===== src/rtl/ps2_mouse_device_tx.sv =====
// Purpose: device-side PS/2 mouse transmitter; latches one report, builds the
//          3-byte mouse packet and clocks it out on open-collector clk/data.
// Latency: packet done pulse 66*CLK_HALF + 2*INTER_BYTE_GAP cycles after accept.
// Backpressure: pkt_ready high only while idle; pkt_valid outside idle is dropped.
//
// Ports:
//   CLOCK_50, reset_n         system clock, async active-low reset
//   delta_x, delta_y, buttons report fields (9-bit two's complement, {M,R,L})
//   pkt_valid / pkt_ready     report handshake, transfer on valid && ready
//   ps2_clk_in                observed PS/2 clock line level (async)
//   ps2_clk_oe, ps2_dat_oe    1 = pull the line low, 0 = release
//   done                      one-cycle pulse as the last bit cell of a packet ends
//
// Build option: define PS2_TX_INHIBIT_DETECT_EN to abort and retry the packet
// when the host holds the clock line low.
module ps2_mouse_device_tx #(
  parameter int CLK_HALF       = 1250,
  parameter int INTER_BYTE_GAP = 2500
) (
  input  logic       CLOCK_50,
  input  logic       reset_n,
  input  logic [8:0] delta_x,
  input  logic [8:0] delta_y,
  input  logic [2:0] buttons,
  input  logic       pkt_valid,
  output logic       pkt_ready,
  input  logic       ps2_clk_in,
  output logic       ps2_clk_oe,
  output logic       ps2_dat_oe,
  output logic       done
);

  localparam logic [2:0] ST_IDLE     = 3'd0;
  localparam logic [2:0] ST_BIT_H    = 3'd1;
  localparam logic [2:0] ST_BIT_L    = 3'd2;
  localparam logic [2:0] ST_GAP      = 3'd3;
`ifdef PS2_TX_INHIBIT_DETECT_EN
  localparam logic [2:0] ST_WAIT_INH = 3'd4;
`endif

  // Timer reload values: the timer counts down to zero, so a state lasting N
  // cycles is loaded with N-1 on entry.
  localparam logic [15:0] HALF_LOAD = 16'(CLK_HALF - 1);
  localparam logic [15:0] GAP_LOAD  = 16'(INTER_BYTE_GAP - 1);
`ifdef PS2_TX_INHIBIT_DETECT_EN
  localparam logic [15:0] WAIT_LOAD = 16'(2 * CLK_HALF - 1);
`endif
  localparam logic [3:0]  LAST_BIT  = 4'd10;
  localparam logic [1:0]  LAST_BYTE = 2'd2;

  typedef struct packed {
    logic [7:0] b2;
    logic [7:0] b1;
    logic [7:0] b0;
  } pkt_t;

  logic [2:0]  state_q, state_d;
  logic [15:0] timer_q, timer_d;
  logic [1:0]  byte_idx_q, byte_idx_d;
  logic [3:0]  bit_idx_q, bit_idx_d;
  pkt_t        pkt_q, pkt_d;

  logic        accept;
  logic        timer_zero;
  logic [7:0]  cur_byte;
  logic [15:0] cur_frame;
  logic        cur_bit;

  // ---------------------------------------------------------------------------
  // Host inhibit detection
  // ---------------------------------------------------------------------------
`ifdef PS2_TX_INHIBIT_DETECT_EN
  logic clk_meta_q, clk_meta_d;
  logic clk_sync_q, clk_sync_d;
  logic oe_d1_q, oe_d1_d;
  logic oe_d2_q, oe_d2_d;
  logic line_low;

  always_comb begin
    clk_meta_d = ps2_clk_in;
    clk_sync_d = clk_meta_q;
    oe_d1_d    = ps2_clk_oe;
    oe_d2_d    = oe_d1_q;
  end

  always_ff @(posedge CLOCK_50 or negedge reset_n) begin
    if (!reset_n) begin
      clk_meta_q <= 1'b1;
      clk_sync_q <= 1'b1;
      oe_d1_q    <= 1'b0;
      oe_d2_q    <= 1'b0;
    end else begin
      clk_meta_q <= clk_meta_d;
      clk_sync_q <= clk_sync_d;
      oe_d1_q    <= oe_d1_d;
      oe_d2_q    <= oe_d2_d;
    end
  end

  // The synchronised level lags the pin by two cycles, so our own low phase
  // is still visible for two cycles after we release the clock. Compare
  // against our drive delayed by the same amount, so only a low level that
  // we are not causing is taken as the host inhibiting.
  assign line_low = ~clk_sync_q & ~oe_d2_q & ~ps2_clk_oe;
`else
  // Without inhibit detection the clock line is not observed.
  logic unused_clk_in;
  assign unused_clk_in = ps2_clk_in;
`endif

  // ---------------------------------------------------------------------------
  // Current bit selection
  // ---------------------------------------------------------------------------
  always_comb begin
    case (byte_idx_q)
      2'd0:    cur_byte = pkt_q.b0;
      2'd1:    cur_byte = pkt_q.b1;
      default: cur_byte = pkt_q.b2;
    endcase
  end

  // Frame bit order from index 0: start, data LSB..MSB, odd parity, stop.
  // Unused upper positions read as 1 (idle line level).
  assign cur_frame  = {5'b11111, 1'b1, ~^cur_byte, cur_byte, 1'b0};
  assign cur_bit    = cur_frame[bit_idx_q];

  assign timer_zero = (timer_q == 16'd0);
  assign accept     = pkt_valid && pkt_ready;

  // ---------------------------------------------------------------------------
  // Sequencer
  // ---------------------------------------------------------------------------
  always_comb begin
    state_d    = state_q;
    timer_d    = timer_q;
    byte_idx_d = byte_idx_q;
    bit_idx_d  = bit_idx_q;
    pkt_d      = pkt_q;

    case (state_q)
      ST_IDLE: begin
        if (accept) begin
          pkt_d.b0   = {2'b00, delta_y[8], delta_x[8], 1'b1, buttons};
          pkt_d.b1   = delta_x[7:0];
          pkt_d.b2   = delta_y[7:0];
          byte_idx_d = 2'd0;
          bit_idx_d  = 4'd0;
          state_d    = ST_BIT_H;
          timer_d    = HALF_LOAD;
`ifdef PS2_TX_INHIBIT_DETECT_EN
          // Host already holding the clock: keep the report and wait.
          if (line_low) begin
            state_d = ST_WAIT_INH;
            timer_d = WAIT_LOAD;
          end
`endif
        end
      end

      ST_BIT_H: begin
        if (timer_zero) begin
          state_d = ST_BIT_L;
          timer_d = HALF_LOAD;
        end else begin
          timer_d = timer_q - 16'd1;
        end
`ifdef PS2_TX_INHIBIT_DETECT_EN
        // The stop bit is already committed; an inhibit there is not an abort.
        if (line_low && (bit_idx_q < LAST_BIT)) begin
          state_d = ST_WAIT_INH;
          timer_d = WAIT_LOAD;
        end
`endif
      end

      ST_BIT_L: begin
        if (timer_zero) begin
          if (bit_idx_q < LAST_BIT) begin
            bit_idx_d = bit_idx_q + 4'd1;
            state_d   = ST_BIT_H;
            timer_d   = HALF_LOAD;
          end else if (byte_idx_q < LAST_BYTE) begin
            state_d = ST_GAP;
            timer_d = GAP_LOAD;
          end else begin
            state_d = ST_IDLE;
          end
        end else begin
          timer_d = timer_q - 16'd1;
        end
      end

      ST_GAP: begin
        if (timer_zero) begin
          byte_idx_d = byte_idx_q + 2'd1;
          bit_idx_d  = 4'd0;
          state_d    = ST_BIT_H;
          timer_d    = HALF_LOAD;
        end else begin
          timer_d = timer_q - 16'd1;
        end
`ifdef PS2_TX_INHIBIT_DETECT_EN
        if (line_low) begin
          state_d = ST_WAIT_INH;
          timer_d = WAIT_LOAD;
        end
`endif
      end

`ifdef PS2_TX_INHIBIT_DETECT_EN
      ST_WAIT_INH: begin
        // Timer counts consecutive high cycles; any low sample restarts it.
        if (!clk_sync_q) begin
          timer_d = WAIT_LOAD;
        end else if (timer_zero) begin
          byte_idx_d = 2'd0;
          bit_idx_d  = 4'd0;
          state_d    = ST_BIT_H;
          timer_d    = HALF_LOAD;
        end else begin
          timer_d = timer_q - 16'd1;
        end
      end
`endif

      default: begin
        state_d = ST_IDLE;
      end
    endcase
  end

  always_ff @(posedge CLOCK_50 or negedge reset_n) begin
    if (!reset_n) begin
      state_q    <= ST_IDLE;
      timer_q    <= 16'd0;
      byte_idx_q <= 2'd0;
      bit_idx_q  <= 4'd0;
      pkt_q      <= '0;
    end else begin
      state_q    <= state_d;
      timer_q    <= timer_d;
      byte_idx_q <= byte_idx_d;
      bit_idx_q  <= bit_idx_d;
      pkt_q      <= pkt_d;
    end
  end

  // ---------------------------------------------------------------------------
  // Outputs: decoded straight from state flops so reset releases the lines
  // immediately, without waiting for a clock edge.
  // ---------------------------------------------------------------------------
  assign pkt_ready  = (state_q == ST_IDLE);
  assign ps2_clk_oe = (state_q == ST_BIT_L);
  assign ps2_dat_oe = ((state_q == ST_BIT_H) || (state_q == ST_BIT_L)) && !cur_bit;
  assign done       = (state_q == ST_BIT_L) && timer_zero &&
                      (bit_idx_q == LAST_BIT) && (byte_idx_q == LAST_BYTE);

endmodule


===== config.mk =====
export PLATFORM = sky130hd
export DESIGN_NAME = ps2_mouse_device_tx
export DESIGN_NICKNAME = d
export VERILOG_FILES = /design/src/rtl/ps2_mouse_device_tx.sv
export SDC_FILE = /design/constraint.sdc
export NUM_CORES = 1
export LEC_CHECK = 0
export CAP_MARGIN = 10
export CORE_MARGIN = 5
export CORE_UTILIZATION = 35
export DETAILED_ROUTE_END_ITERATION = 10
export REMOVE_ABC_BUFFERS = 1
export SLEW_MARGIN = 0
export SYNTH_ARGS = -nofsm -noshare
export SYNTH_HDL_FRONTEND = slang
export SYNTH_SLANG_ARGS = --single-unit

===== constraint.sdc =====
create_clock -name CLOCK_50 -period 3.73 [get_ports CLOCK_50]
set_input_delay 0.746 -clock CLOCK_50 [delete_from_list [all_inputs] [get_ports CLOCK_50]]
set_output_delay 0.746 -clock CLOCK_50 [all_outputs]
set_load 0.01 [all_outputs]

==> notes.md, run 1 <==
### Drt
- met1 layer wirelength in the final routing: 2810 µm
- Routed met3 length: 169 µm
- wire per inst: 14.6 µm
- DRT Wirelength: 5580 µm
- number of vias after detailed routing: 1981
- number of antenna-violating nets in the routed design: 0
- number of iterations in the first detailed-routing pass: 4

### Cells and area
- multi-input gate area in the final layout: 1460 µm²
- total number of sequential cells: 46
- top register by number of flip-flops: pkt_q
- layout-stage area growth over the synthesis result: 19.9%
- sequential fraction of total cell area: 36.3%
- inverters: 10
- number of antenna repair diodes: 0
- Non-clock buffers, area share: 9.16%
- flip-flop count of the largest register after layout: 22
- Layout fillers: 741
- multi-input logic cell count: 190
- final core utilization: 43.5%
- clk tree area frac: 3.47%
- Area-dominant class: logic gates
- clkbuf count: 6
- Layout Cells excl Fill: 383
- registers with the highest flip-flop counts: pkt_q: 22 flops, timer_q: 16 flops, bit_idx_q: 4 flops

### Power and ir drop
- P per Cell Area: 285 nW/µm²
- power in sequential cells: 498 µW
- Comb pwr share: 3.8%
- post-layout total power: 904 µW
- Comb. pwr: 34.0 µW
- total internal power: 719 µW
- worst IR drop on VDD: 183 µV

### Setup path
- setup slack, reg-to-reg: 1.21 ns
- crit start category: flip-flop
- critical path data required time: 2.98 ns
- R2R Path Start: timer_q[5]$_DFFE_PN0P_
- Worst setup startpoint: timer_q[5]$_DFFE_PN0P_
- endpoint kind of the worst setup timing path: output pin
- Worst Reg2Reg Path Length in Cells: 7
- maximum fanout along the worst path: 5
- last element of the critical path: done
- cells along the critical path: or4_4 -> nor4_4 -> and2_1 -> and3_1 -> clkdlybuf4s50_1
- worst endpoint data arrival time: 2.59 ns
- endpoint of the most critical register-to-register path: timer_q[12]$_DFFE_PN0P_
- largest incremental delay on the critical path: 0.58 ns
- Worst path slowest cell: or4_4

### Place
- Cell Area, Placed: 3010 µm²
- number of placed cells counting well taps: 374
- weighted congestion reported at the end of routability-driven placement: 0.785
- number of buffers added on ports: 27

### Logic synthesis
- portion of the post-synthesis area used by sequential elements: 43.5%
- mean instance size in the synthesized netlist: 10.4 µm²
- Synth async-reset ratio: 100%
- cell type contributing the most total cell area after synthesis: dfrtp_1
- Synth top cells by count: 46 x dfrtp_1, 27 x nor2_1, 21 x mux2_2
- cells taking the most area after synthesis: dfrtp_1 44%, mux2_2 8.9%, ha_1 5.2%, nor2_1 3.8%, a21oi_1 3.6%
- instance tally after logic synthesis: 254
- post-synthesis register bit count: 46
- most popular library cell in the synthesized design by count: dfrtp_1
- dominant register cell in the synthesized netlist: dfrtp_1

### GRT
- GRT busiest layer: met2
- number of antenna violations at the first check in global routing: 0
- met2 layer usage reported by global route: 19.2%

### Timing
- Max Freq: 300 MHz
- Fin Hold WS: 0.496 ns
- actual slew at the worst max-slew pin: 1.03 ns
- max-slew violation count: 0
- remaining max-slew budget at the tightest pin: 31.1%
- post-layout period usage of the worst path: 89.5%

### Floorplan
- core utilization before placement: 36.3%
- die span in x: 96.9 µm
- number of tapcells: 99
- Std-Cell Core Area: 7290 µm²
- num ports: 29

### Min path
- terminating pin of the worst hold path: pkt_q[3]$_DFFE_PN0P_
- path class of the lowest-slack min-delay path: flip-flop to flip-flop

### Clocking
- CTS Hold Buffers Added: 0
- Clock Path Buffers: 2

### Status
- status: complete, no violations

### Flow run
- tool warnings: 33

Run 1, PDN straps and rails:
The bar under the picture is 20 µm long. Pins as bars on the die edge.
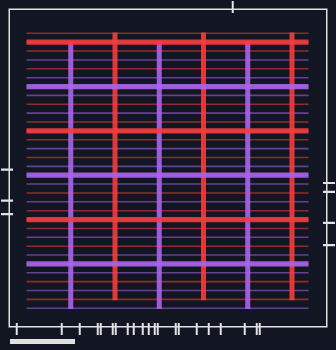
[VSS] purple
[VDD] red
signal pins: 29
met5 straps: 6

Run 1, placement by cell class:
Fill, decap, tap and diode cells in grey.
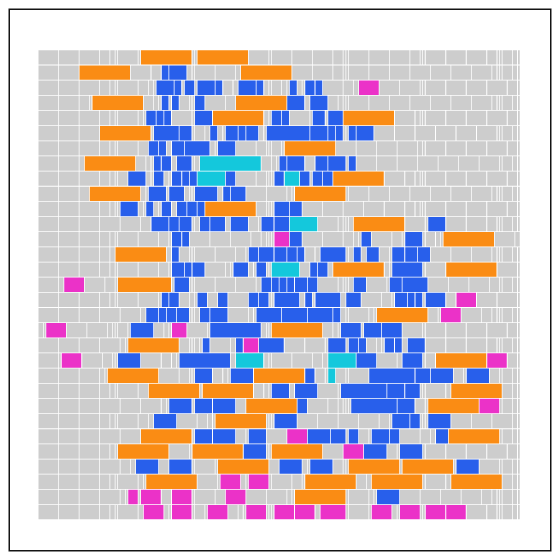
[combinational and other logic] blue | cells: 200
[sequential cells] orange | cells: 46
[clock drivers and dummy loads] cyan | cells: 8
[remaining buffers and delay cells] magenta | cells: 30

Run 1, routed clock nets over the placement:
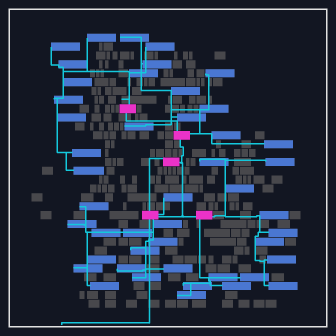
[flip-flops] blue | count: 46
[clock drivers] magenta | count: 5
[clock wires] cyan | length: 638 µm
routed clock nets: 6
flops lie: all over the die
relative contribution of the clock network to total power: 41.2%
Fin Clk Skew: 0.00869 ns
clock network power: 372 µW

==> run 2: changes to the inputs <==
PLACE_DENSITY = 0.52   (was unset)
Run 2, routed clock nets over the placement:
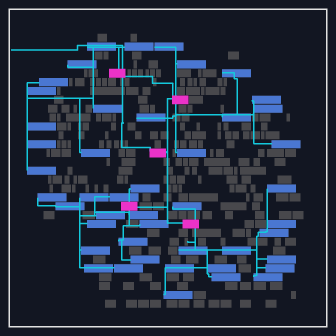
[clock wires] cyan | length: 623 µm
[clock drivers] magenta | count: 5
[flip-flops] blue | count: 46
routed clock nets: 6
flops lie: all over the die
Insertion Delay late pin: 0.30 ns
relative contribution of the clock network to total power: 40.9%
clock network power: 369 µW

==> run 2 against run 1 <==
Net effect: setup slack got worse by 0.034 ns; non-clock buffer count increased by 3; sequential power about the same; sequential share of layout area decreased by 0.41 points; clock-buffer cell count unchanged; die size unchanged; register-to-register slack got worse by 0.03 ns; clock power about the same; combinational power increased by 2%; area after synthesis unchanged; largest cell class unchanged; largest power group unchanged; highest routed layer unchanged.
==> notes.md, run 2 <==
### Status
- status: complete, no violations, unchanged

### Logic synthesis
- post-synthesis register bit count: 46, unchanged
- yosys synthesis chip area: 2640 µm², unchanged
- dominant register cell in the synthesized netlist: dfrtp_1, unchanged
- portion of the post-synthesis area used by sequential elements: 43.5%, unchanged
- cell type contributing the most total cell area after synthesis: dfrtp_1, unchanged
- number of flops mapped to enable cells by yosys: 0, unchanged
- mean instance size in the synthesized netlist: 10.4 µm², unchanged
- instance tally after logic synthesis: 254, unchanged

### Clocking
- CTS Hold Buffers Added: 0, unchanged
- Post-CTS Resized: 8, unchanged
- Clock Path Buffers: 2, unchanged

### Setup path
- last element of the critical path: ps2_dat_oe, was done
- largest incremental delay on the critical path: 0.43 ns, was 0.58 ns
- Worst path slowest cell: dfrtp_1, was or4_4
- maximum fanout along the worst path: 7, was 5
- setup slack, reg-to-reg: 1.18 ns, was 1.21 ns
- cells along the critical path: inv_1 -> ha_4 -> a22o_1 -> a21oi_2 -> xnor3_1 -> xnor3_1 -> mux2i_1 -> o31a_1 -> dlymetal6s2s_1, was or4_4 -> nor4_4 -> and2_1 -> and3_1 -> clkdlybuf4s50_1
- endpoint of the most critical register-to-register path: timer_q[15]$_DFFE_PN0P_, was timer_q[12]$_DFFE_PN0P_
- worst setup path class: flip-flop to output pin, unchanged
- Worst Reg2Reg Path Length in Cells: 7, unchanged
- R2R Path Start: timer_q[5]$_DFFE_PN0P_, unchanged
- endpoint kind of the worst setup timing path: output pin, unchanged
- crit start category: flip-flop, unchanged
- critical path data required time: 2.98 ns, about the same

### Drt
- met1 layer wirelength in the final routing: 2810 µm, unchanged
- Routed met3 length: 145 µm, was 169 µm
- number of vias after detailed routing: 1970, was 1981
- number of antenna-violating nets in the routed design: 0, unchanged
- wire per inst: 15.2 µm, was 14.6 µm
- DRT Wirelength: 5880 µm, was 5580 µm
- number of iterations in the first detailed-routing pass: 4, unchanged

### Cells and area
- Layout fillers: 733, was 741
- multi-input gate area in the final layout: 1470 µm², was 1460 µm²
- multi-input logic cell count: 190, unchanged
- top register by number of flip-flops: pkt_q, unchanged
- total number of sequential cells: 46, unchanged
- Area-dominant class: logic gates, unchanged
- layout-stage area growth over the synthesis result: 21.2%, was 19.9%
- fraction of area in multi-input gates: 45.8%, was 45.9%
- Non-clock buffers, area share: 9.77%, was 9.16%
- clkbuf count: 6, unchanged
- registers with the highest flip-flop counts: pkt_q: 22 flops, timer_q: 16 flops, bit_idx_q: 4 flops, unchanged
- commonest cells after routing, fill and taps aside: 46 x dfrtp_1, 26 x nor2_1, 25 x clkdlybuf4s50_1, 21 x mux2_2, 15 x a21oi_1, was 45 x dfrtp_1, 26 x nor2_1, 25 x clkdlybuf4s50_1, 21 x mux2_2, 18 x a21oi_1
- clk tree area frac: 3.44%, was 3.47%
- flip-flop count of the largest register after layout: 22, unchanged
- number of antenna repair diodes: 0, unchanged
- sequential fraction of total cell area: 35.9%, was 36.3%
- Layout Cells excl Fill: 386, was 383

### Timing
- post-layout period usage of the worst path: 90.4%, was 89.5%
- Fin Hold WS: 0.423 ns, was 0.496 ns
- max-slew violation count: 0, unchanged
- remaining max-slew budget at the tightest pin: 36.8%, was 31.1%
- Fin Clk Skew: 0.00445 ns, was 0.00869 ns

### Power and ir drop
- worst IR drop on VDD: 176 µV, was 183 µV
- post-layout total power: 902 µW, was 904 µW
- Comb. pwr: 34.7 µW, was 34.0 µW
- Comb pwr share: 3.8%, about the same
- part of the power in registers: 55.2%, was 55.1%
- switching part of the total power: 20.2%, was 20.5%
- power in sequential cells: 498 µW, about the same
- total internal power: 719 µW, about the same
- P per Cell Area: 282 nW/µm², was 285 nW/µm²

### Place
- number of placed cells counting well taps: 376, was 374
- number of buffers added on ports: 27, unchanged
- weighted congestion reported at the end of routability-driven placement: 0.753, was 0.785
- Cell Area, Placed: 3030 µm², was 3010 µm²

### GRT
- GRT busiest layer: met2, unchanged
- number of antenna violations at the first check in global routing: 0, unchanged
- met2 layer usage reported by global route: 21.2%, was 19.2%

### Min path
- path class of the lowest-slack min-delay path: primary input to async pin, was flip-flop to flip-flop

### Floorplan
- number of tapcells: 99, unchanged
- die span in x: 96.9 µm, unchanged
- num ports: 29, unchanged

### Flow run
- Max Cap Viol: 0, unchanged
- tool warnings: 33, unchanged

Run 2, placement by cell class:
Fill, decap, tap and diode cells in grey.
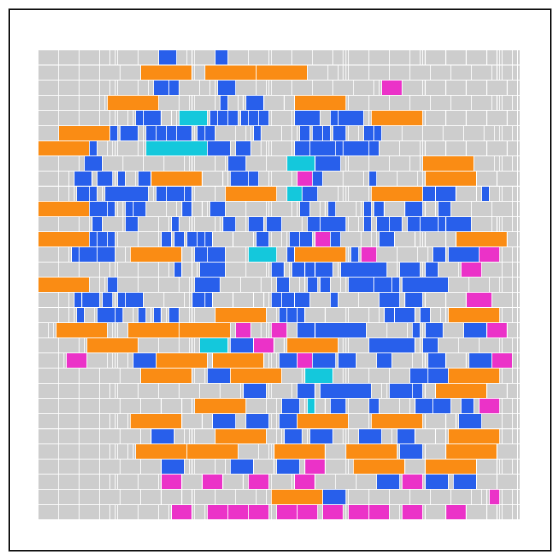
[clock drivers and dummy loads] cyan | cells: 8
[remaining buffers and delay cells] magenta | cells: 33
[sequential cells] orange | cells: 46
[combinational and other logic] blue | cells: 200
number of cell rows: 31
Std-Cell Core Area: 7290 µm²
final core utilization: 43.9%

==> run 3: changes to the inputs <==
CORE_UTILIZATION = 40   (was 35)
PLACE_DENSITY = 0.58   (was 0.52)
Run 3, routed clock nets over the placement:
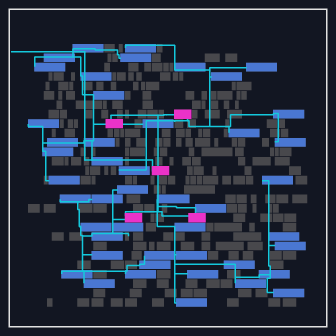
[flip-flops] blue | count: 46
[clock drivers] magenta | count: 5
[clock wires] cyan | length: 641 µm
flops lie: all over the die
routed clock nets: 6
Fin Clk Skew: 0.00834 ns
clock network power: 299 µW
relative contribution of the clock network to total power: 36.0%

==> run 3 against run 2 <==
Net effect: synthesized cell count unchanged; non-clock buffer count unchanged; utilization up 5.3 points; sequential power about the same; critical path depth up 1; worst hold slack better by 0.058 ns; clock-buffer cell count unchanged; maximum frequency down 0.53%; design area down 1.8%; cell count down 6.0%; clock power down 19%; largest cell class unchanged; critical endpoint unchanged; register-to-register slack better by 0.03 ns.
==> notes.md, run 3 <==
### Cells and area
- clk tree area frac: 2.55%, was 3.44%
- multi-input logic cell count: 190, unchanged
- Layout Cells excl Fill: 363, was 386
- fraction of area in multi-input gates: 46.6%, was 45.8%
- flip-flop count of the largest register after layout: 22, unchanged
- clkbuf count: 6, unchanged
- total number of sequential cells: 46, unchanged
- Non-clock buffers, area share: 9.95%, was 9.77%
- Layout fillers: 603, was 733
- layout-stage area growth over the synthesis result: 18.9%, was 21.2%

### Power and ir drop
- Comb pwr share: 4.1%, was 3.8%
- post-layout total power: 831 µW, was 902 µW
- total internal power: 648 µW, was 719 µW
- power in sequential cells: 498 µW, about the same

### Timing
- Max Freq: 295 MHz, was 296 MHz
- Fin Hold WS: 0.480 ns, was 0.423 ns
- max-slew violation count: 0, unchanged
- post-layout period usage of the worst path: 90.9%, was 90.4%
- actual slew at the worst max-slew pin: 1.06 ns, was 0.943 ns

### Min path
- path class of the lowest-slack min-delay path: flip-flop to flip-flop, was primary input to async pin

### Setup path
- R2R Path Start: timer_q[5]$_DFFE_PN0P_, unchanged
- crit start category: flip-flop, unchanged
- setup slack, reg-to-reg: 1.21 ns, was 1.18 ns
- endpoint of the most critical register-to-register path: timer_q[14]$_DFFE_PN0P_, was timer_q[15]$_DFFE_PN0P_
- Worst Reg2Reg Path Length in Cells: 7, unchanged
- worst endpoint data arrival time: 2.64 ns, was 2.63 ns
- worst setup path class: flip-flop to output pin, unchanged
- maximum fanout along the worst path: 8, was 7
- Worst setup startpoint: byte_idx_q[0]$_DFFE_PN0P_, unchanged
- largest incremental delay on the critical path: 0.45 ns, was 0.43 ns
- Worst path slowest cell: dfrtp_2, was dfrtp_1
- critical path data required time: 2.98 ns, about the same

### Flow run
- Max Cap Viol: 0, unchanged
- tool warnings: 33, unchanged

### Place
- number of buffers added on ports: 27, unchanged
- number of placed cells counting well taps: 355, was 376
- weighted congestion reported at the end of routability-driven placement: 0.753, about the same
- Cell Area, Placed: 3010 µm², was 3030 µm²

### Logic synthesis
- post-synthesis register bit count: 46, unchanged
- dominant register cell in the synthesized netlist: dfrtp_1, unchanged
- instance tally after logic synthesis: 254, unchanged
- cell type contributing the most total cell area after synthesis: dfrtp_1, unchanged
- most popular library cell in the synthesized design by count: dfrtp_1, unchanged
- Synth async-reset ratio: 100%, unchanged

### Clocking
- Insertion Delay late pin: 0.30 ns, about the same
- Clock Path Buffers: 2, unchanged
- Post-CTS Resized: 12, was 8

### Floorplan
- die span in x: 91.3 µm, was 96.9 µm
- number of tapcells: 77, was 99
- core utilization before placement: 41.4%, was 36.3%

### Drt
- number of iterations in the first detailed-routing pass: 4, unchanged
- met1 layer wirelength in the final routing: 2830 µm, was 2810 µm
- wire per inst: 15.7 µm, was 15.2 µm
- Routed met3 length: 145 µm, unchanged
- DRT Wirelength: 5710 µm, was 5880 µm

### Status
- status: complete, no violations, unchanged

### GRT
- GRT busiest layer: met2, unchanged

Run 3, placement by cell class:
Fill, decap, tap and diode cells in grey.
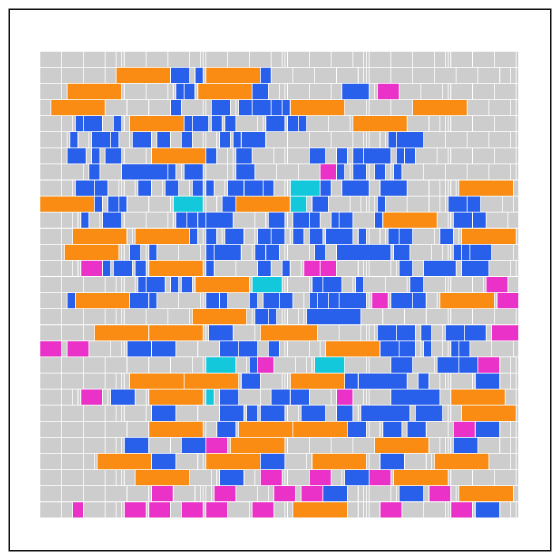
[remaining buffers and delay cells] magenta | cells: 33
[sequential cells] orange | cells: 46
[clock drivers and dummy loads] cyan | cells: 7
[combinational and other logic] blue | cells: 200
summed area of non-filler cells in the final layout: 3140 µm²
final core utilization: 49.2%
sequential fraction of total cell area: 36.6%
Std-Cell Core Area: 6390 µm²
number of cell rows: 29

Power is estimated from default activity; no workload was simulated.
